[src/rtl/alu_bist_pkg.sv]
// rtl/alu_bist_pkg.sv - shared types and constants for the ALU BIST sequencer
//
// Contents:
//   bist_state_t            sequencer FSM states
//   CNT_W                   width of the run / failure counters
//   DEFAULT_TIMEOUT_CYCLES  default per-run watchdog limit
//   sat_inc()               saturating increment for CNT_W-bit counters
package alu_bist_pkg;

    localparam int CNT_W                  = 8;
    localparam int DEFAULT_TIMEOUT_CYCLES = 1024;

    typedef enum logic [2:0] {
        IDLE,
        DRAIN,
        START,
        WAIT,
        NEXT,
        REPORT
    } bist_state_t;

    function automatic logic [CNT_W-1:0] sat_inc(input logic [CNT_W-1:0] value);
        return (&value) ? value : value + CNT_W'(1);
    endfunction

endpackage

[src/rtl/alu_bist_watchdog.sv]
// rtl/alu_bist_watchdog.sv - loadable up-counter with terminal-count flag
//
// Parameters:
//   TO_W            counter width, 2^TO_W > TIMEOUT_CYCLES
//   TIMEOUT_CYCLES  terminal count is TIMEOUT_CYCLES-1
// Ports:
//   clk      system clock
//   reset_n  asynchronous active-low reset
//   load     clear the counter to 0 (has priority over enable)
//   enable   count up by one
//   tc       high while the counter equals TIMEOUT_CYCLES-1
module alu_bist_watchdog #(
    parameter int TO_W           = 11,
    parameter int TIMEOUT_CYCLES = 1024
) (
    input  logic clk,
    input  logic reset_n,
    input  logic load,
    input  logic enable,
    output logic tc
);

    localparam logic [TO_W-1:0] TC_VALUE = TO_W'(TIMEOUT_CYCLES - 1);

    logic [TO_W-1:0] count;

    always_ff @(posedge clk or negedge reset_n) begin
        if (!reset_n) begin
            count <= '0;
        end else if (load) begin
            count <= '0;
        end else if (enable && !tc) begin
            // Holding at terminal count keeps the flag asserted and avoids wrap.
            count <= count + TO_W'(1);
        end
    end

    assign tc = (count == TC_VALUE);

endmodule

[src/rtl/alu_bist_sequencer.sv]
// rtl/alu_bist_sequencer.sv - initiator for the ALU BIST start/done/pass/fail handshake
//
// Runs the ALU self-test NUM_RUNS times per launch with a per-run watchdog
// and reports aggregate status.
//
// Parameters:
//   NUM_RUNS        runs per launch, 1..255
//   TIMEOUT_CYCLES  cycles from bist_start to bist_done before timeout, >= 2
//   TO_W            watchdog width, 2^TO_W > TIMEOUT_CYCLES
// Build option:
//   ALU_BIST_STOP_ON_FAIL_EN  end the sequence after the first bad run
// Ports:
//   clk           system clock
//   reset_n       asynchronous active-low reset
//   launch        one-cycle start request, accepted only when idle
//   busy          sequence in progress
//   bist_start    one-cycle start pulse to alu_bist_top
//   bist_done     done level from alu_bist_top
//   bist_pass     pass flag, valid with bist_done
//   bist_fail     fail flag, valid with bist_done
//   result_valid  one-cycle pulse when the sequence ends
//   result_pass   all runs good; held until next launch
//   fail_count    failed / timed-out / protocol-error runs
//   runs_done     runs completed
//   timeout_err   sticky: some run timed out
//   proto_err     sticky: some done arrived with pass==fail
module alu_bist_sequencer
    import alu_bist_pkg::*;
#(
    parameter int NUM_RUNS       = 4,
    parameter int TIMEOUT_CYCLES = DEFAULT_TIMEOUT_CYCLES,
    parameter int TO_W           = 11
) (
    input  logic             clk,
    input  logic             reset_n,
    input  logic             launch,
    output logic             busy,
    output logic             bist_start,
    input  logic             bist_done,
    input  logic             bist_pass,
    input  logic             bist_fail,
    output logic             result_valid,
    output logic             result_pass,
    output logic [CNT_W-1:0] fail_count,
    output logic [CNT_W-1:0] runs_done,
    output logic             timeout_err,
    output logic             proto_err
);

    localparam logic [CNT_W-1:0] NUM_RUNS_C = CNT_W'(NUM_RUNS);

    bist_state_t state;
    bist_state_t state_next;

    logic wd_tc;
    logic run_end;
    logic run_bad;
    logic run_proto;
    logic seq_end;

    alu_bist_watchdog #(
        .TO_W           (TO_W),
        .TIMEOUT_CYCLES (TIMEOUT_CYCLES)
    ) u_watchdog (
        .clk     (clk),
        .reset_n (reset_n),
        .load    (state == START),
        .enable  (state == WAIT),
        .tc      (wd_tc)
    );

    // A run ends on done or on watchdog expiry; done wins when both coincide,
    // so a done on the last allowed cycle is judged on its pass/fail flags.
    assign run_end   = bist_done || wd_tc;
    assign run_proto = bist_done && (bist_pass == bist_fail);
    assign run_bad   = !bist_done || !(bist_pass && !bist_fail);

`ifdef ALU_BIST_STOP_ON_FAIL_EN
    assign seq_end = (runs_done == NUM_RUNS_C) || (fail_count != '0);
`else
    assign seq_end = (runs_done == NUM_RUNS_C);
`endif

    always_ff @(posedge clk or negedge reset_n) begin
        if (!reset_n) begin
            state <= IDLE;
        end else begin
            state <= state_next;
        end
    end

    always_comb begin
        state_next   = state;
        busy         = 1'b0;
        bist_start   = 1'b0;
        result_valid = 1'b0;
        case (state)
            IDLE: begin
                if (launch) begin
                    state_next = DRAIN;
                end
            end
            DRAIN: begin
                busy = 1'b1;
                // A done level left over from the previous run must fall first.
                if (!bist_done) begin
                    state_next = START;
                end
            end
            START: begin
                busy       = 1'b1;
                bist_start = 1'b1;
                state_next = WAIT;
            end
            WAIT: begin
                busy = 1'b1;
                if (run_end) begin
                    state_next = NEXT;
                end
            end
            NEXT: begin
                busy       = 1'b1;
                state_next = seq_end ? REPORT : DRAIN;
            end
            REPORT: begin
                result_valid = 1'b1;
                state_next   = IDLE;
            end
            default: begin
                state_next = IDLE;
            end
        endcase
    end

    always_ff @(posedge clk or negedge reset_n) begin
        if (!reset_n) begin
            result_pass <= 1'b0;
            fail_count  <= '0;
            runs_done   <= '0;
            timeout_err <= 1'b0;
            proto_err   <= 1'b0;
        end else begin
            case (state)
                IDLE: begin
                    if (launch) begin
                        result_pass <= 1'b0;
                        fail_count  <= '0;
                        runs_done   <= '0;
                        timeout_err <= 1'b0;
                        proto_err   <= 1'b0;
                    end
                end
                WAIT: begin
                    if (run_end) begin
                        runs_done <= sat_inc(runs_done);
                        if (run_bad) begin
                            fail_count <= sat_inc(fail_count);
                        end
                        if (run_proto) begin
                            proto_err <= 1'b1;
                        end
                        if (!bist_done) begin
                            timeout_err <= 1'b1;
                        end
                    end
                end
                NEXT: begin
                    // Registered here so it is already valid alongside result_valid.
                    if (seq_end) begin
                        result_pass <= (fail_count == '0);
                    end
                end
                default: begin
                end
            endcase
        end
    end

endmodule

[config.mk]
export PLATFORM = sky130hd
export DESIGN_NAME = alu_bist_sequencer
export DESIGN_NICKNAME = d
export VERILOG_FILES = /design/src/rtl/alu_bist_pkg.sv /design/src/rtl/alu_bist_watchdog.sv /design/src/rtl/alu_bist_sequencer.sv
export SDC_FILE = /design/constraint.sdc
export NUM_CORES = 1
export LEC_CHECK = 0
export CORE_MARGIN = 8
export CORE_UTILIZATION = 55
export DETAILED_ROUTE_END_ITERATION = 10
export GPL_TIMING_DRIVEN = 0
export HOLD_SLACK_MARGIN = 0.06
export PLACE_DENSITY_LB_ADDON = 0.12
export SYNTH_ARGS = -nofsm -noshare
export SYNTH_HDL_FRONTEND = slang
export SYNTH_HIERARCHICAL = 1
export SYNTH_SLANG_ARGS = --single-unit
[constraint.sdc]
create_clock -name clk -period 2.8 [get_ports clk]
set_input_delay 0.28 -clock clk [delete_from_list [all_inputs] [get_ports clk]]
set_output_delay 0.28 -clock clk [all_outputs]
set_load 0.005 [all_outputs]
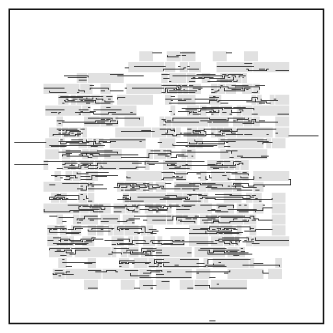
(images/layer_met1.png)
Drawn at 4 px/µm. Cells faint in the background.
nets with wire on the layer = 243
longest straight run = 28.5 µm
final wirelength: 4.87 mm
vias: 1913
met1 GRT Util: 20.9%

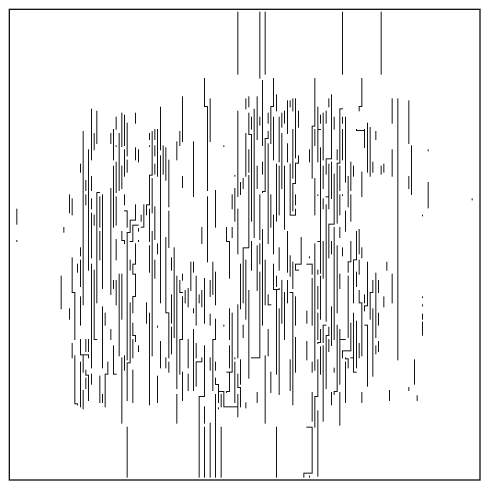
(images/layer_met2.png)
Drawn at 6 px/µm.
wire length on this layer = 2350 µm
nets with wire on the layer = 234
GRT met2 Usage: 26.6%

==> Slide: Implementation Results <==
Synthesis and Place & Route Summary

STA
  • Fmax: 0.414 GHz
  • Slew Viols, Final: 0
  • Fin crit share: 86.3%
  • Worst Skew: 2.91 ps
  • RSZ-0062 raised after global routing: no
  • Final Hold Violation Tally: 0
  • Sum Neg Setup Slack: 0 ps
  • Post-layout minimum cycle time: 2420 ps
  • Max-slew headroom: 51.1%
  • Tightest Pin Transition: 734 ps
  • Worst setup margin: 383 ps

Synth
  • Seq/Total Area, Yosys: 38.8%
  • Biggest area cells: dfrtp_1, ha_1, o31ai_1
  • Synth Cell Area: 0.00213 mm²
  • Synth Instances: 228
  • Dominant register cell: dfrtp_1
  • Cell Type Count: 59
  • Yosys top cell area share: 38.8%
  • Yosys chip area: 0.00213 mm²
  • # Cells Yosys: 228
  • Synthesized area per cell: 9.33 µm²
  • Mapped Nets: 240
  • Registers, synthesis: 33
  • Yosys top cell by area: dfrtp_1
  • Post-synth EDFFs: 0
  • Synth warnings: 6
  • Async S/R FF share, synth: 100%

Setup path
  • Worst Setup End Kind: primary output
  • Setup Crit Path Kind: flip-flop to primary output
  • WP data required: 2520 ps
  • CP Launch Type: flip-flop
  • Crit path DAT: 2140 ps
  • Reg2reg start: u_watchdog/count[0]
  • Crit path from: state[1]
  • CP max FO: 10

Floorplanning
  • Rows: 22
  • Ports: 28
  • Floorplan core density: 57.7%
  • Chip Area: 0.00612 mm²
  • Core area: 0.00369 mm²

Clocking
  • # resized after CTS: 0
  • Root buffer cell: clkbuf_8
  • CTS H-tree depth: 2
  • Cts hold-fix bufs: 0
  • Max clock buf depth: 2
  • Clk latency late pin: 280 ps
  • Clock sink count: 33
  • Inserted Clock Buffers: 5
  • CTS clk-pin slew, worst paths: 70 ps
  • CTS tree: yes
  • Post-CTS setup buffers: 0

Drt
  • Drt via density: 6.17
  • Number of routed nets with antenna violations: 0
  • Routed wire per std cell: 15.7 µm
  • First DRT Iteration DRCs: 120
  • Iteration count of the initial detailed-routing pass: 4

Placed design
  • Post-DP HPWL: 3.50 mm
  • Worst slack, placed: 494 ps
  • Inst Count DP: 302

Power
  • Pleak: 1.06 nW
  • Max VDD drop: 0.547 mV
  • Post-layout power: 2.00 mW
  • Pwr Density: 786 mW/mm²

Final layout
  • Nets: 273
  • Area growth syn-to-layout: 19.6%
  • Top logic cells by instance count in the layout: dfrtp_1, clkdlybuf4s50_1, inv_1, a21oi_1, nand2_1
  • Seq. cell area: 826 µm²
  • ANT cells: 0
  • Commonest Layout Cell: dfrtp_1
  • Layout cells sized above 1: 10.3%
  • Logic area: 0.00118 mm²

Global route
  • First-pass GRT wire length: 8.42 mm
  • Initial antenna violation count: 0
  • Most used routing layer in global routing: met2
  • Grt ovf: 0
  • Pin count of the biggest net entering global routing: 34
  • Vias in the first global route: 1824
  • GRT Total Usage: 16.6%

Worst hold path
  • HP Class: input pin to async pin

Status
  • Outcome: finished clean

Flow run
  • Max Cap Violations: 0
  • Log Warnings: 28
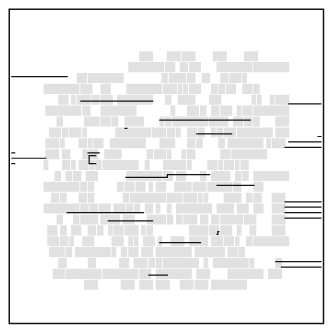
(images/layer_met3.png)
Drawn at 4 px/µm. Cells faint in the background.
share of all routed wire = 5.0%
longest straight run = 22.5 µm
routing usage on met3: 4.33%

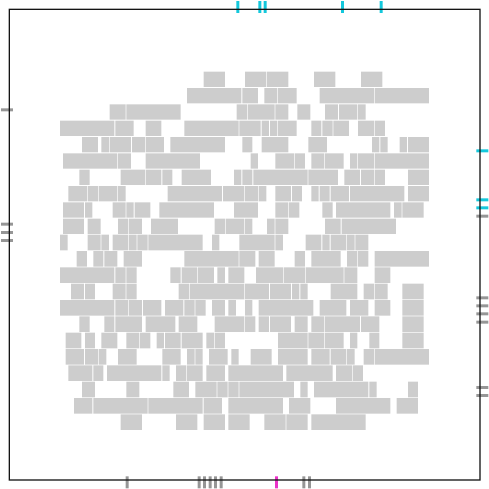
(images/io_placement.png)
Drawn at 6 px/µm. Pins as bars across the die edge, other pins in grey.
magenta -> `result_pass`  # pins 1, direction output, edge bottom
cyan -> `fail_count`  # pins 8, direction output, edge 5 top, 3 right
all pins by edge = 10 right, 9 bottom, 5 top, 4 left
IO buf count: 26
Die Ht: 78.2 µm
chip width: 78.2 µm

-- layer usage --
metal / wire, µm / share of wire, %
met1: 2220 / 46
met2: 2350 / 48
met3: 240 / 4.9
met4: 57 / 1.2
met5: 0 / 0
-- power by group --
part | total [mW] | switching, mW | internal (mW)
combinational | 0.915 | 0.486 | 0.428
clock | 0.396 | 0.174 | 0.222
sequential | 0.690 | 0.118 | 0.573
total | 2.00 | 0.778 | 1.22
-- metrics by stage --
| step | utilization [%] | instance area, µm² | hold WS, ps |
|---|---|---|---|
| after floorplan | - | 2130 | -15.6 |
| after global placement | 66.4 | 2450 | 500 |
| after global routing | 69.0 | 2540 | 130 |
| final | 69.0 | 2540 | 53.6 |
| after CTS | 69.0 | 2540 | 86.7 |
| after detailed placement | 66.2 | 2440 | 383 |
-- synthesized netlist by cell type (all sizes together) (4+ instances only) --
master and number:
clkbuf 8, o21ai 12, a21o 4, a31oi 6, and4 5, nand4 6
ha 6, a41oi 5, nor3 7, inv 13, buf 6, nand2 12
o41ai 4, nor2 8, nand3 12, a211oi 6, o31ai 10, a21oi 13
dfrtp 33, and3 7
-- worst max-delay path: stages, from the launching register on --
cell             delay [ps]
dfrtp_1                 450
clkbuf_1                330
nor3b_1                 480
clkdlybuf4s50_1         600
-- final timing paths --
check / slack, ps / end / cells past startpoint
min: 50 / fail_count[7] / 1
max in group asynchronous: 2270 / state[0] / 1
min reg2reg: 520 / u_watchdog/count[10] / 2
max: 380 / bist_start / 3
max reg2reg: 490 / runs_done[7] / 9
min in group clk: 520 / u_watchdog/count[10] / 2
-- cell type report --
class / count / area share (%)
multi-input cells: 168 / 46.4
clock inverters: 1 / 0.197
clock buffers: 7 / 3.79
flip-flops and latches: 33 / 32.4
inverters: 13 / 1.92
plain buffers: 14 / 2.85
well taps: 48 / 2.36
repair buffers: 26 / 10.0
-- state kept, by name, summed over array words and instances (netlist names) --
| signal | cells |
|---|---|
| fail_count | 8 |
| state | 3 |
| runs_done | 8 |
| result_pass | 1 |
| timeout_err | 1 |
| proto_err | 1 |
| u_watchdog/count | 11 |
-- logic make-up (layout without fill, tap and decap cells) --
logic type	Yosys count	in the layout	synth area share, %
compound gates	77	77	27.1
xor+xnor	1	1	0.412
fa+ha+maj	6	6	3.53
buf+inv	27	61	5.70
flops	33	33	38.8
mux	1	1	0.470
simple gates	83	83	24.0
Power figures rest on the tool's default switching activity, not on a simulated workload.
